## config.mk

```make
export PLATFORM = sky130hd
export DESIGN_NAME = rop_ba_cop_mem_bridge
export DESIGN_NICKNAME = d
export VERILOG_FILES = /design/src/rtl/rop_ba_cop_mem_bridge_pkg.sv /design/src/rtl/rop_ba_cop_mem_timer.sv /design/src/rtl/rop_ba_cop_mem_bridge.sv
export SDC_FILE = /design/constraint.sdc
export NUM_CORES = 1
export LEC_CHECK = 0
export CORE_UTILIZATION = 39
export DETAILED_ROUTE_END_ITERATION = 8
export PLACE_DENSITY = 0.87
export SETUP_SLACK_MARGIN = 0.4
export SLEW_MARGIN = 40
export SYNTH_ARGS = -nofsm -noshare
export SYNTH_HDL_FRONTEND = slang
export SYNTH_SLANG_ARGS = --single-unit
export TNS_END_PERCENT = 5
```

## constraint.sdc

```tcl
create_clock -name clk -period 2.44 [get_ports clk]
set_clock_uncertainty 0.2 [all_clocks]
set_input_delay 0.244 -clock clk [delete_from_list [all_inputs] [get_ports clk]]
set_output_delay 0.244 -clock clk [all_outputs]
set_load 0.1 [all_outputs]
```

## src/rtl/rop_ba_cop_mem_bridge_pkg.sv

```systemverilog
// Shared definitions for the co-processor memory bridge: FSM encodings, timeout default,
// the registered bus request record and the address window compare.
package rop_ba_cop_mem_bridge_pkg;

  localparam logic [1:0] ST_IDLE = 2'd0;
  localparam logic [1:0] ST_REQ  = 2'd1;
  localparam logic [1:0] ST_RSP  = 2'd2;
  localparam logic [1:0] ST_DONE = 2'd3;

  localparam int TIMEOUT_DEFAULT = 16;

  typedef struct packed {
    logic        we;
    logic [3:0]  be;
    logic [31:0] addr;
    logic [31:0] wdata;
  } bus_req_t;

  // 33-bit compare so that base + size never wraps at the top of the address space
  function automatic logic addr_in_window(input logic [31:0] addr,
                                          input logic [31:0] base,
                                          input logic [31:0] size);
    logic [32:0] lo;
    logic [32:0] hi;
    lo = {1'b0, base};
    hi = {1'b0, base} + {1'b0, size};
    return ({1'b0, addr} >= lo) && ({1'b0, addr} < hi);
  endfunction

endpackage

```

## src/rtl/rop_ba_cop_mem_timer.sv

```systemverilog
// Saturating phase timer: cleared on request, counts while enabled, flags the last allowed cycle.
module rop_ba_cop_mem_timer #(
  parameter int TIMEOUT = 16
) (
  input  logic clk,
  input  logic reset,
  input  logic clear,
  input  logic enable,
  output logic expired
);

  localparam int          W    = (TIMEOUT > 2) ? $clog2(TIMEOUT) : 1;
  localparam logic [W-1:0] LAST = W'(TIMEOUT - 1);
  localparam logic [W-1:0] MAX  = {W{1'b1}};

  logic [W-1:0] count_q;
  logic [W-1:0] count_d;

  always_comb begin
    count_d = count_q;
    if (clear) begin
      count_d = '0;
    end else if (enable && (count_q != MAX)) begin
      count_d = count_q + 1'b1;
    end
  end

  always_ff @(posedge clk) begin
    if (reset) begin
      count_q <= '0;
    end else begin
      count_q <= count_d;
    end
  end

  assign expired = (count_q == LAST);

endmodule

```

## src/rtl/rop_ba_cop_mem_bridge.sv

```systemverilog
// Co-processor memory port to req/gnt/rvalid bus bridge with window check and per-phase timeout.
//  state | meaning
//  IDLE  | waiting for cen (and for any orphaned response to drain)
//  REQ   | mem_req held until gnt or timeout
//  RSP   | waiting for rvalid or timeout
//  DONE  | stall released for one cycle with captured rdata/error
module rop_ba_cop_mem_bridge
  import rop_ba_cop_mem_bridge_pkg::*;
#(
  parameter logic [31:0] ADDR_BASE = 32'h0000_0000,
  parameter logic [31:0] ADDR_SIZE = 32'h0001_0000,
  parameter int          TIMEOUT   = TIMEOUT_DEFAULT
) (
  input  logic        clk,
  input  logic        reset,
  input  logic        cop_mem_cen,
  input  logic        cop_mem_wen,
  input  logic [3:0]  cop_mem_ben,
  input  logic [31:0] cop_mem_addr,
  input  logic [31:0] cop_mem_wdata,
  output logic        cop_mem_stall,
  output logic        cop_mem_error,
  output logic [31:0] cop_mem_rdata,
  output logic        mem_req,
  input  logic        mem_gnt,
  output logic        mem_we,
  output logic [3:0]  mem_be,
  output logic [31:0] mem_addr,
  output logic [31:0] mem_wdata,
  input  logic        mem_rvalid,
  input  logic [31:0] mem_rdata,
  input  logic        mem_err
);

  logic [1:0]  state_q, state_d;
  bus_req_t    req_q, req_d;
  logic [31:0] rdata_q, rdata_d;
  logic        err_q, err_d;
  logic        drain_q, drain_d;
  logic        expired;
  logic        miss;

  assign miss = !addr_in_window(cop_mem_addr, ADDR_BASE, ADDR_SIZE)
                || (cop_mem_wen && (cop_mem_ben == 4'h0));

  always_comb begin
    state_d = state_q;
    req_d   = req_q;
    rdata_d = rdata_q;
    err_d   = err_q;
    drain_d = drain_q;
    // An orphaned response from a timed-out read is swallowed here
    if (drain_q && mem_rvalid) begin
      drain_d = 1'b0;
    end
    case (state_q)
      ST_IDLE: begin
        if (cop_mem_cen && !drain_q) begin
          if (miss) begin
            state_d = ST_DONE;
            err_d   = 1'b1;
            rdata_d = '0;
          end else begin
            state_d     = ST_REQ;
            req_d.we    = cop_mem_wen;
            req_d.be    = cop_mem_wen ? cop_mem_ben : 4'hF;
            req_d.addr  = {cop_mem_addr[31:2], 2'b00};
            req_d.wdata = cop_mem_wdata;
          end
        end
      end
      ST_REQ: begin
        if (mem_gnt) begin
          state_d = ST_RSP;
        end else if (expired) begin
          state_d = ST_DONE;
          err_d   = 1'b1;
          rdata_d = '0;
        end
      end
      ST_RSP: begin
        if (mem_rvalid) begin
          state_d = ST_DONE;
          rdata_d = mem_rdata;
          err_d   = mem_err;
        end else if (expired) begin
          state_d = ST_DONE;
          err_d   = 1'b1;
          rdata_d = '0;
          drain_d = 1'b1;
        end
      end
      default: begin
        state_d = ST_IDLE;
      end
    endcase
  end

  always_ff @(posedge clk) begin
    if (reset) begin
      state_q <= ST_IDLE;
      req_q   <= '0;
      rdata_q <= '0;
      err_q   <= 1'b0;
      drain_q <= 1'b0;
    end else begin
      state_q <= state_d;
      req_q   <= req_d;
      rdata_q <= rdata_d;
      err_q   <= err_d;
      drain_q <= drain_d;
    end
  end

  rop_ba_cop_mem_timer #(
    .TIMEOUT (TIMEOUT)
  ) u_timer (
    .clk     (clk),
    .reset   (reset),
    .clear   (state_d != state_q),
    .enable  ((state_q == ST_REQ) || (state_q == ST_RSP)),
    .expired (expired)
  );

  assign cop_mem_stall = cop_mem_cen && (state_q != ST_DONE);
  assign cop_mem_error = err_q;
  assign cop_mem_rdata = rdata_q;

  assign mem_req   = (state_q == ST_REQ);
  assign mem_we    = req_q.we;
  assign mem_be    = req_q.be;
  assign mem_addr  = req_q.addr;
  assign mem_wdata = req_q.wdata;

endmodule

```

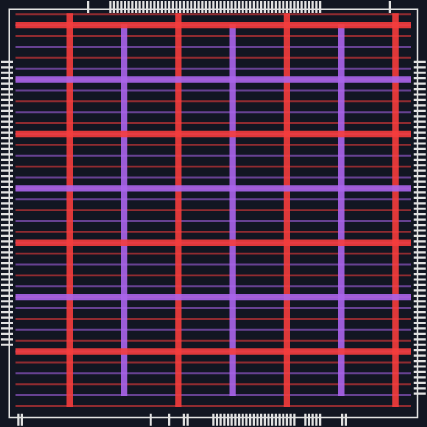
(run_1/floorplan.png)
Drawn at 4 px/µm. Pins as bars on the die edge.
Purple is VDD. Red is VSS.
211 signal pins sit on the boundary. 37 met1 rails follow the rows.
core area: 0.009684 mm²
chip width: 101.7 µm
Die H: 101.7 µm

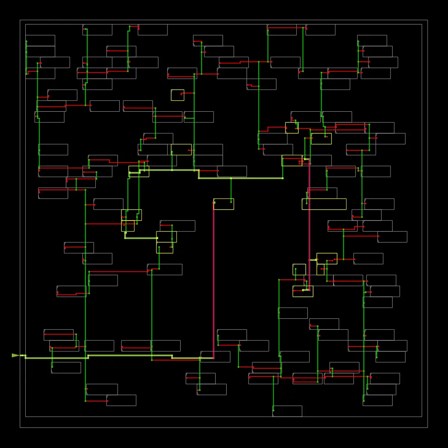
(run_1/clock_nets.png)
Clk. pwr: 1.12 mW
clock latency at the later pin of the worst-skew pair: 350 ps

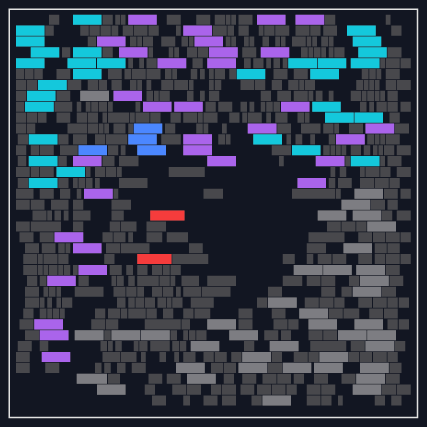
(run_1/ff_map.png)
Drawn at 4 px/µm. Other sequential cells in the stronger grey, the rest of the logic in the fainter grey.
Cyan is mem_addr, flops 30. Red is state_q, flops 2. Purple is mem_wdata, flops 32, where spread over the die. Blue is mem_be, flops 4.
Another 39 sequential cells are not coloured.

==> run_results.csv, run 1 <==
group,metric,value,unit
place,hpwl,7.995,mm
layout,regArea,0.002151,mm²
routing,via_per_inst,4.969,
layout,final_util,0.6536,
worst_setup_path,crit_type,"primary input to flop",
global_route,gr-usage-met3,0.05383,
pwr,p_seq_frac,0.422,
cts,cts-root-buf,"clkbuf_8",
synthesis,ys_types,44,
run,drv_cap,0,
layout,fin_area,0.006330,mm²
synthesis,simple_gate_area_frac,0.1781,
worst_setup_path,cp_max_fo,8,
run_status,outcome,"completed",
routing,firstDrtPassIters,4,
min_path,hold_start,"cop_mem_ben[1]",
routing,drt-total-wl,11.40,mm
pwr,comb-power,1.44,mW
global_route,grt_use_total,0.1977,
routing,drt-initial-drc-count,113,
routing,wire_per_inst,14.92,µm
synthesis,syn_inst,411,
synthesis,synth_seq_share,0.5524,
min_path,hp-class,"primary input to flop",
place,placed_area,0.005889,mm²
global_route,use_met2,0.3701,
cts,cts_tree,"done",
worst_setup_path,cpMaxStageDelayCell,"clkdlybuf4s50_1",
sta,final.setup.tns,0,ps
synthesis,ys_sh_xor,0.004518,
synthesis,yosys_most_used_dff,"dfxtp_1",
routing,dr_total_vias,3796,
place,place.gp.congestion,0.9501,
pwr,cellLeakagePower,2.607,nW
sta,max_freq,0.4592,GHz
pwr,power,4.425,mW
synthesis,edf_count,0,
layout,syn2layout_area_growth,63.25,%
cts,ctsHoldBuffers,0,
pwr,ir_drop,0.3373,mV
layout,layout.cells.non_filler,764,
pwr,internal-power,2.934,mW
[run 1: critical path, delay by kind of cell]
family,cells,cell delay (ps)
compound gates,4,730
buf+inv,3,790
simple gates,1,470
[run 1: cell usage after synthesis, drive strengths merged (2+ instances only)]
library cell,number,share of area
dfxtp,107,0.55
nand2,99,0.096
a21oi,52,0.067
a22o,32,0.080
and2,16,0.026
buf,15,0.030
clkbuf,13,0.013
nor3,10,0.013
inv,8,0.0077
nor2,8,0.0077
ha,6,0.019
a311oi,5,0.011
mux2i,4,0.010
nor4,4,0.0065
nand2b,3,0.0048
o21ai,3,0.0039
a211oi,2,0.0039
nand3b,2,0.0039
nor2b,2,0.0032
o211ai,2,0.0052
or3,2,0.0036
[run 1: cell type report]
cell class                      instances  area share
Inverter                                8    0.005337
Clock buffer                            9     0.01957
Multi-Input combinational cell        269      0.2609
Timing Repair Buffer                  231      0.3352
Tap cell                              133     0.02629
Sequential cell                       107      0.3398
Clock inverter                          7     0.01285
[run 1: kinds of logic after synthesis]
group,after synthesis
buf+inv,36
xor+xnor,2
fa+ha+maj,6
compound gates,102
mux,4
flops,107
simple gates,153
other cells,1
[run 1: worst max path at each step]
| stage | start | endpoint | slack, ps | depth (start not counted) |
|---|---|---|---|---|
| 6_report | cop_mem_wen | cop_mem_rdata[15] | 260 | 8 |
| 5_1_grt | cop_mem_addr[31] | cop_mem_rdata[24] | 210 | 8 |
| 4_1_cts | u_timer.count_q[0] | cop_mem_rdata[13] | 270 | 7 |
| 3_5_place_dp | cop_mem_addr[23] | mem_wdata[16] | -180 | 8 |
| 3_3_place_gp | cop_mem_addr[23] | mem_wdata[3] | -160 | 8 |
| 2_1_floorplan | state_q[1] | cop_mem_rdata[0] | 50 | 8 |
==> inputs of run 2 (changes only) <==
--- a/config.mk
+++ b/config.mk
@@ -7,6 +7,7 @@
 export LEC_CHECK = 0
 export CORE_UTILIZATION = 39
 export DETAILED_ROUTE_END_ITERATION = 8
+export GPL_TIMING_DRIVEN = 0
 export PLACE_DENSITY = 0.87
 export SETUP_SLACK_MARGIN = 0.4
 export SLEW_MARGIN = 40
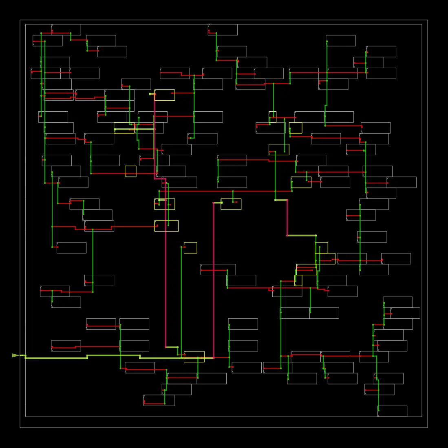
(run_2/clock_nets.png)
Seq cells: 107
CTS buffer count: 9
clock latency at the later pin of the worst-skew pair: 360 ps
clk_buf instances: 9

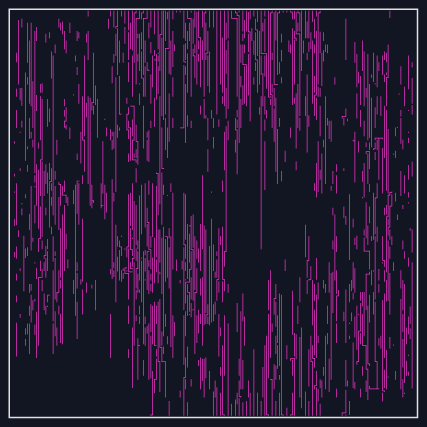
(run_2/m2.png)
Drawn at 4 px/µm.
The layer carries 6010 µm of wire. The wires run mostly vertical. The layer holds 51% of the routed length. 668 nets have wire on it.

==> run 2 against run 1 <==
  * Worst setup slack better by 52 ps
  * Clock power shrank 9%
  * Critical path depth is 1 higher
  * Die size stayed put
  * Non-clock buffer count up 23
  * Count of clock-buffer cells in the layout unchanged
  * Maximum frequency up 2.4%
==> run_results.csv, run 2 <==
group,metric,value,unit
global_route,gr-usage-met3,0.05659,
routing,firstDrtPassIters,5,
layout,n_antenna_cell,0,
synthesis,avgSynthCellArea,9.434,µm²
global_route,use_met2,0.4007,
pwr,power.switching,1.544,mW
synthesis,synth_seq_share,0.5524,
cts,cts-root-buf,"clkbuf_8",
synthesis,ys_types,44,
synthesis,yosys_warnings,0,
synthesis,ys_async_sr_fraction,0,
floorplan,num_rows,36,
pwr,power_frac_clock,0.233,
layout,fin_area,0.006180,mm²
global_route,grt_max_degree,20,
worst_setup_path,crit_type,"flop to flop",
pwr,comb-power,1.49,mW
floorplan,ios,211,
synthesis,edf_count,0,
place,dp.cells,751,
synthesis,top_area_cell,"dfxtp_1",
layout,final_nets,762,
floorplan,fp.dieH,101.7,µm
synthesis,yosys-stat-area,0.003877,mm²
routing,dr_total_vias,3849,
pwr,internal-power,2.841,mW
pwr,p_seq_frac,0.427,
layout,final_cell_mix,"buf_2, dfxtp_1, nand2_1",
sta,period_needed,2126,ps
sta,worst_slack,314.0,ps
worst_setup_path,ff2ff_setup_slack,310,ps
worst_setup_path,cp_max_fo,6,
sta,worst_slew_pin_slew,558.3,ps
min_path,hp-class,"primary input to flop",
sta,final_max_slew_viol_count,0,
cts,cts_num_sinks,107,
global_route,grt_use_total,0.2189,
pwr,ir_drop,0.3366,mV
routing,via_per_inst,4.891,
place,hpwl,8.426,mm
place,place_ws,-507.2,ps
sta,slew_headroom,0.6278,
floorplan,core_area,0.009684,mm²
cts,cts_tree,"done",
global_route,gr-total-overflow,0,
synthesis,ys.flops,107,
pwr,cellPowerDensity,709.6,mW/mm²
sta,setup_viol,0,
sta,whs,89.04,ps
synthesis,yosys_most_used_dff,"dfxtp_1",
layout,syn2layout_area_growth,59.37,%
pwr,power_clock,1.02,mW
sta,min_period_over_period,0.8713,
pwr,cellLeakagePower,2.675,nW
run_status,outcome,"completed",
cts,ctsHoldBuffers,0,
synthesis,top_cell,"dfxtp_1",
place,portBuffers,206,
global_route,grt_pass1_vias,3694,
worst_setup_path,arrival,2190,ps
worst_setup_path,start_kind,"flop",
pwr,power,4.385,mW
routing,met3WireLength,899,µm
routing,ant_nets,0,
global_route,antenna_found_initial,0,
routing,wl_met2,6.009,mm
pwr,pwr-share-comb,0.339,
layout,final_util,0.6381,
floorplan,fp.dieArea,0.01034,mm²
synthesis,syn_inst,411,
synthesis,ys_top_cells_by_count,"dfxtp_1, nand2_1, a21oi_1",
routing,wire_per_inst,14.92,µm
worst_setup_path,endpoint_kind,"flop",
cts,clk_pin_slew,110,ps
routing,drt-initial-drc-count,149,
place,place.gp.congestion,0.7784,
synthesis,yosysTopAreaCellShare,0.5524,
synthesis,top_cells_by_area,"dfxtp_1, nand2_1, a21oi_1, a22o_2, and2_1",
routing,post-route-drc-count,0,
place,placed_area,0.005604,mm²
cts,clk_path_buf_depth,2,
sta,rsz0062_at_grt,"true",
sta,max_freq,0.4704,GHz
pwr,sw_frac_of_total,0.3522,
layout,layout.cells.non_filler,787,
cts,cts_max_level,3,
floorplan,fp.dieW,101.7,µm
run,drv_cap,0,
sta,final.setup.tns,0,ps
routing,drt-total-wl,11.74,mm
run 2: cell types whose count changed in the layout (fill, tap and decap cells not counted), sizes merged, moves of 3 or more:
cell           before  now
buf               124  136
clkbuf             12   23
clkdlybuf4s50     100   86
dlygate4sd2         0   17
dlymetal6s2s        3    0
run 2: worst max-delay path, cell delays in order (launching register included):
cell and delay (ps):
dfxtp_4 400, inv_6 50, ha_4 180, a221oi_4 270, o31a_1 230, buf_4 130, buf_6 90, a21oi_4 80
clkbuf_8 170, a22o_2 210
run 2: final timing paths:
check                               startpoint           endpoint  depth (start not counted)
worst max register to register      state_q[1]  cop_mem_rdata[27]                          9
worst max-delay path                state_q[1]  cop_mem_rdata[27]                          9
worst min-delay path            cop_mem_ben[3]          mem_be[3]                          3
worst min register to register    mem_wdata[1]       mem_wdata[1]                          2
run 2: kinds of logic after synthesis:
group / after synthesis / share of synthesized area
AOI/OAI and AO/OA: 102 / 0.1843
xor gates and xnor gates: 2 / 0.004518
adders and majority gates: 6 / 0.01936
buffers and inverters: 36 / 0.05001
DFF: 107 / 0.5524
muxes: 4 / 0.01033
other: 1 / 0.0009671
and+or+nand+nor: 153 / 0.1781
run 2: timing repair:
action | 4_1_cts | 5_1_grt
endpoints found under the setup margin | 106 | 93
pin swaps | 12 | 2
setup buffers | 15 | 3
gates resized | 75 | 2
gates cloned | 2 | 0
run 2: cell type report:
class / count / area [µm²] / area share
Timing Repair Buffer: 226 / 1723 / 0.2788
Buffer: 28 / 211.5 / 0.03422
Multi-Input combinational cell: 269 / 1707 / 0.2762
Sequential cell: 107 / 2151 / 0.3480
Inverter: 8 / 37.54 / 0.006074
Tap cell: 133 / 166.4 / 0.02693
Clock buffer: 9 / 123.9 / 0.02004
Clock inverter: 7 / 60.06 / 0.009719
Power is estimated from default activity; no workload was simulated.
